===== config.mk =====
export PLATFORM = sky130hd
export DESIGN_NAME = branch_target_predictor
export DESIGN_NICKNAME = d
export VERILOG_FILES = /design/src/rtl/branch_target_predictor.sv
export SDC_FILE = /design/constraint.sdc
export NUM_CORES = 2
export LEC_CHECK = 0
export ABC_CLOCK_PERIOD_IN_PS = 10600
export CAP_MARGIN = 20
export CORE_AREA = 2 2 381 533
export CTS_CLUSTER_DIAMETER = 80
export DETAILED_ROUTE_END_ITERATION = 8
export DIE_AREA = 0 0 383 535
export PLACE_DENSITY = 0.72
export SKIP_LAST_GASP = 1
export SLEW_MARGIN = 25
export SYNTH_ARGS = -nofsm -noshare
export SYNTH_HDL_FRONTEND = slang
export SYNTH_SLANG_ARGS = --single-unit

===== constraint.sdc =====
create_clock -name clk -period 10.6 [get_ports clk]
set_input_delay 2.12 -clock clk [delete_from_list [all_inputs] [get_ports clk]]
set_output_delay 2.12 -clock clk [all_outputs]
set_load 0.03 [all_outputs]

===== src/rtl/branch_target_predictor.sv =====
// Direct-mapped BTB with 2-bit saturating direction counters and hit/mispredict statistics.
// Latency: 0-cycle lookup, table trained on the next edge; backpressure: none, an update is accepted every cycle.
module branch_target_predictor #(
    parameter int         XLEN     = 64,
    parameter int         ENTRIES  = 16,
    parameter logic [1:0] CTR_INIT = 2'b01,
    parameter int         CNTW     = 32
) (
    input  logic            clk,
    input  logic            reset,
    input  logic [XLEN-1:0] fetchPC,
    output logic            predTaken,
    output logic [XLEN-1:0] predTarget,
    input  logic            updValid,
    input  logic [XLEN-1:0] updPC,
    input  logic            updTaken,
    input  logic [XLEN-1:0] updTarget,
    input  logic            updPredTaken,
    input  logic [XLEN-1:0] updPredTarget,
    output logic            mispredict,
    output logic [CNTW-1:0] hitCount,
    output logic [CNTW-1:0] missCount
);

    localparam int IDXW = $clog2(ENTRIES);
    localparam int TAGW = XLEN - IDXW - 2;

    logic            valid_q  [ENTRIES];
    logic [TAGW-1:0] tag_q    [ENTRIES];
    logic [XLEN-1:0] target_q [ENTRIES];
    logic [1:0]      ctr_q    [ENTRIES];

    logic [IDXW-1:0] fetch_idx;
    logic [TAGW-1:0] fetch_tag;
    logic            fetch_hit;
    logic [IDXW-1:0] upd_idx;
    logic [TAGW-1:0] upd_tag;
    logic            upd_hit;
    logic [1:0]      upd_ctr;
    logic [1:0]      upd_ctr_next;
    logic            unused_pc_bits;

    // Byte offset within an instruction word carries no prediction information.
    assign unused_pc_bits = ^{fetchPC[1:0], updPC[1:0]};

    assign fetch_idx = fetchPC[IDXW+1:2];
    assign fetch_tag = fetchPC[XLEN-1:IDXW+2];
    assign fetch_hit = valid_q[fetch_idx] && (tag_q[fetch_idx] == fetch_tag);

    assign predTaken  = fetch_hit && ctr_q[fetch_idx][1];
    assign predTarget = predTaken ? target_q[fetch_idx] : '0;

    assign upd_idx = updPC[IDXW+1:2];
    assign upd_tag = updPC[XLEN-1:IDXW+2];
    assign upd_hit = valid_q[upd_idx] && (tag_q[upd_idx] == upd_tag);
    assign upd_ctr = ctr_q[upd_idx];

    assign mispredict = updValid &&
                        ((updTaken != updPredTaken) ||
                         (updTaken && (updTarget != updPredTarget)));

    always_comb begin
        upd_ctr_next = upd_ctr;
        if (updTaken) begin
            if (upd_ctr != 2'b11) upd_ctr_next = upd_ctr + 2'b01;
        end else begin
            if (upd_ctr != 2'b00) upd_ctr_next = upd_ctr - 2'b01;
        end
    end

    always_ff @(posedge clk) begin
        if (reset) begin
            for (int i = 0; i < ENTRIES; i++) begin
                valid_q[i]  <= 1'b0;
                tag_q[i]    <= '0;
                target_q[i] <= '0;
                ctr_q[i]    <= CTR_INIT;
            end
        end else if (updValid) begin
            if (upd_hit) begin
                ctr_q[upd_idx] <= upd_ctr_next;
                if (updTaken) target_q[upd_idx] <= updTarget;
            end else if (updTaken) begin
                // Allocation evicts whatever branch aliased into this slot.
                valid_q[upd_idx]  <= 1'b1;
                tag_q[upd_idx]    <= upd_tag;
                target_q[upd_idx] <= updTarget;
                ctr_q[upd_idx]    <= 2'b10;
            end
        end
    end

    always_ff @(posedge clk) begin
        if (reset) begin
            hitCount  <= '0;
            missCount <= '0;
        end else if (updValid) begin
            if (mispredict) begin
                if (missCount != {CNTW{1'b1}}) missCount <= missCount + 1'b1;
            end else begin
                if (hitCount != {CNTW{1'b1}}) hitCount <= hitCount + 1'b1;
            end
        end
    end

endmodule


==> images/final_clocks.png <==
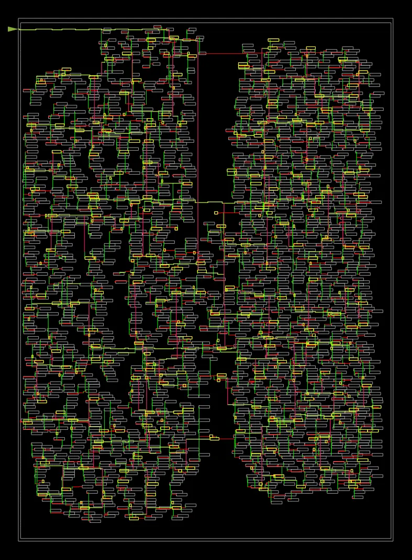
clock insertion delay at the later pin of the skew report: 0.87 ns
number of clock sinks seen by CTS: 2,064
clock buffers created by TritonCTS: 195

==> images/met3.png <==
Drawn at 1 px/um.
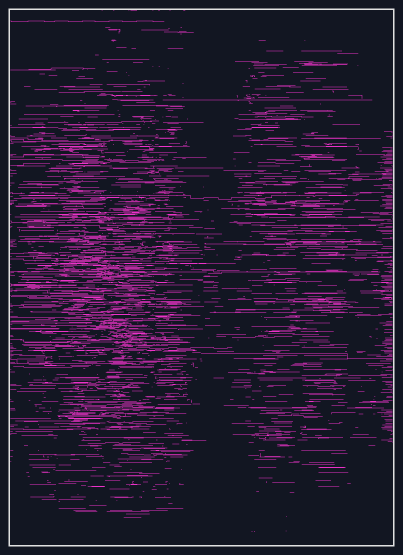
wire length on this layer: 39.4 mm
share of all routed wire: 12%

==> metrics.log <==
[metrics] run summary
[metrics] number of core rows: 194
[metrics] Seq share, synth: 0.591
[metrics] number of buffers inserted to repair setup after CTS: 0
[metrics] area used by multi-input combinational logic: 39,800 um2
[metrics] vias in the first global route: 65,485
[metrics] Cell Count Post-Placement: 9,404
[metrics] wire length of the first global-routing pass: 475,000 um
[metrics] Die H: 535 um
[metrics] startpoint of the most critical register-to-register path: tag_q[7][18]$_SDFFCE_PN0P_
[metrics] most numerous logic cells after layout: sky130_fd_sc_hd__edfxtp_1, sky130_fd_sc_hd__and2_1, sky130_fd_sc_hd__mux4_2, sky130_fd_sc_hd__clkdlybuf4s50_1, sky130_fd_sc_hd__clkbuf_16
[metrics] number of hold violations in the final report: 0
[metrics] Core Box Area: 200,000 um2
[metrics] data required time at the worst endpoint: 8.48 ns
[metrics] Synth Area per Inst: 15.2 um2
[metrics] WP data arrival: 7.58 ns
[metrics] count of inserted tapcells: 2,646
[metrics] time the final worst path needs with I/O delays and setup: 9.70 ns
[metrics] proportion of final cell area spent on non-clock buffers: 0.0490
[metrics] yosys simple share: 0.145
[metrics] fraction of registers with async set/reset: 0
[metrics] routed length on met3: 39,400 um
[metrics] RSZ-0062 raised after global routing: no
[metrics] CTS tree: built
[metrics] flip-flops with a built-in enable: 1,984
[metrics] most frequent logic cell in the layout: sky130_fd_sc_hd__edfxtp_1
[metrics] cell class with the largest area share: registers
[metrics] setup skew after layout: 0.0332 ns
[metrics] total of cells resized after clock tree synthesis: 0
[metrics] capturing instance or port of the critical path: predTarget[7]
[metrics] minimum hold slack: 0.474 ns
[metrics] met2 routed wirelength: 161,000 um
[metrics] run status: complete, no violations
[metrics] post-DR vias/cell: 6.63
[metrics] number of non-clock buffers in the layout: 583
[metrics] Crit. End Element: primary output
[metrics] worst ir drop on vdd: 0.158 mV
[metrics] Max Clk Rate: 0.103 GHz
[metrics] Max stage delay cell, worst path: sky130_fd_sc_hd__or4_4
[metrics] Yosys warning total: 0
[metrics] most numerous cell types in the synthesized netlist: sky130_fd_sc_hd__edfxtp_1, sky130_fd_sc_hd__and2_1, sky130_fd_sc_hd__mux4_2
[metrics] initial antenna violation count: 44
[metrics] total routed wirelength: 338,000 um
[metrics] warning total across the stage logs: 35
[metrics] number of I/O port buffers: 386
[metrics] peak fanout along the critical path: 61
[metrics] hold worst-path end: valid_q[6]$_DFF_P_
[metrics] largest net degree at the start of global routing: 134
[metrics] wire per inst: 34.5 um
[metrics] most instantiated library cell after synthesis: sky130_fd_sc_hd__edfxtp_1
[metrics] xor-xnor portion of the synthesized cell area: 0.0180
==> images/registers.png <==
Drawn at 1 px/um. Other sequential cells in the stronger gray, the rest of the logic in the fainter gray.
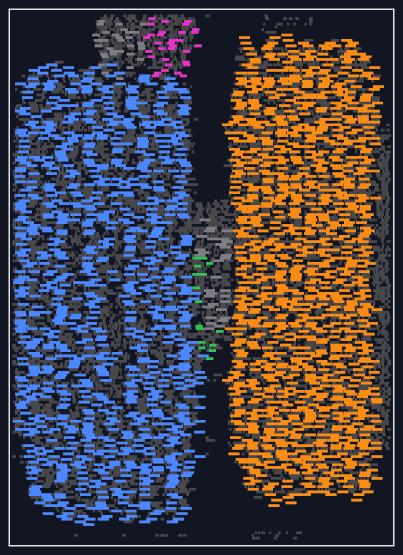
[tag_q] blue | flops: 928
[valid_q] green | flops: 16 | where: middle
[target_q] orange | flops: 1,024
[hitCount] magenta | flops: 32 | where: top middle
not colored: 64

==> images/wire_density.png <==
The die is cut into 19 by 27 equal tiles; black is low, pale yellow is high, scaled to the fullest tile. Values are wire area over tile area, all layers added.
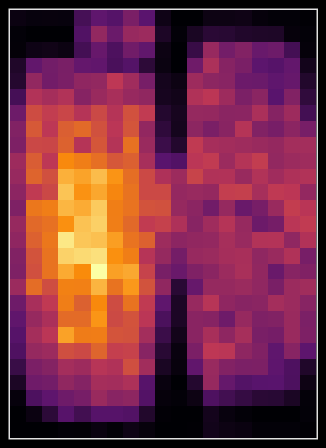
tiles over half the peak: 23%
mean over tiles: 0.29
densest ninth of the die: left middle
fullest tile: 0.80
nearly empty tiles: 8.8%

-- per-stage QoR --
step	power, mW	area [um2]	util	setup WS, ns
CTS	18.7	116000	0.583	0.975
global route	19.1	117000	0.584	0.718
detailed placement	11.7	110000	0.551	0.975
floorplan	10.8	104000	-	2.08
global placement	11.6	110000	0.551	1.01
finish	18.7	117000	0.584	0.904
-- power by group --
| part | leakage (nW) | internal, mW | switching (mW) |
|---|---|---|---|
| clock | 3.15 | 3.97 | 3.13 |
| sequential | 19.5 | 9.35 | 0.172 |
| combinational | 17.0 | 0.850 | 1.22 |
-- worst reg2reg max path: cells and delay by family, from the launching register on --
kind / cells / cell delay (ns)
AND-OR/OR-AND: 5 / 1.94
buffers and inverters: 1 / 0.50
AND/OR/NAND/NOR: 3 / 2.18
flip-flops: 1 / 0.38
multiplexers: 1 / 0.59
No activity file was given, so power comes from the tool's default toggle rates.
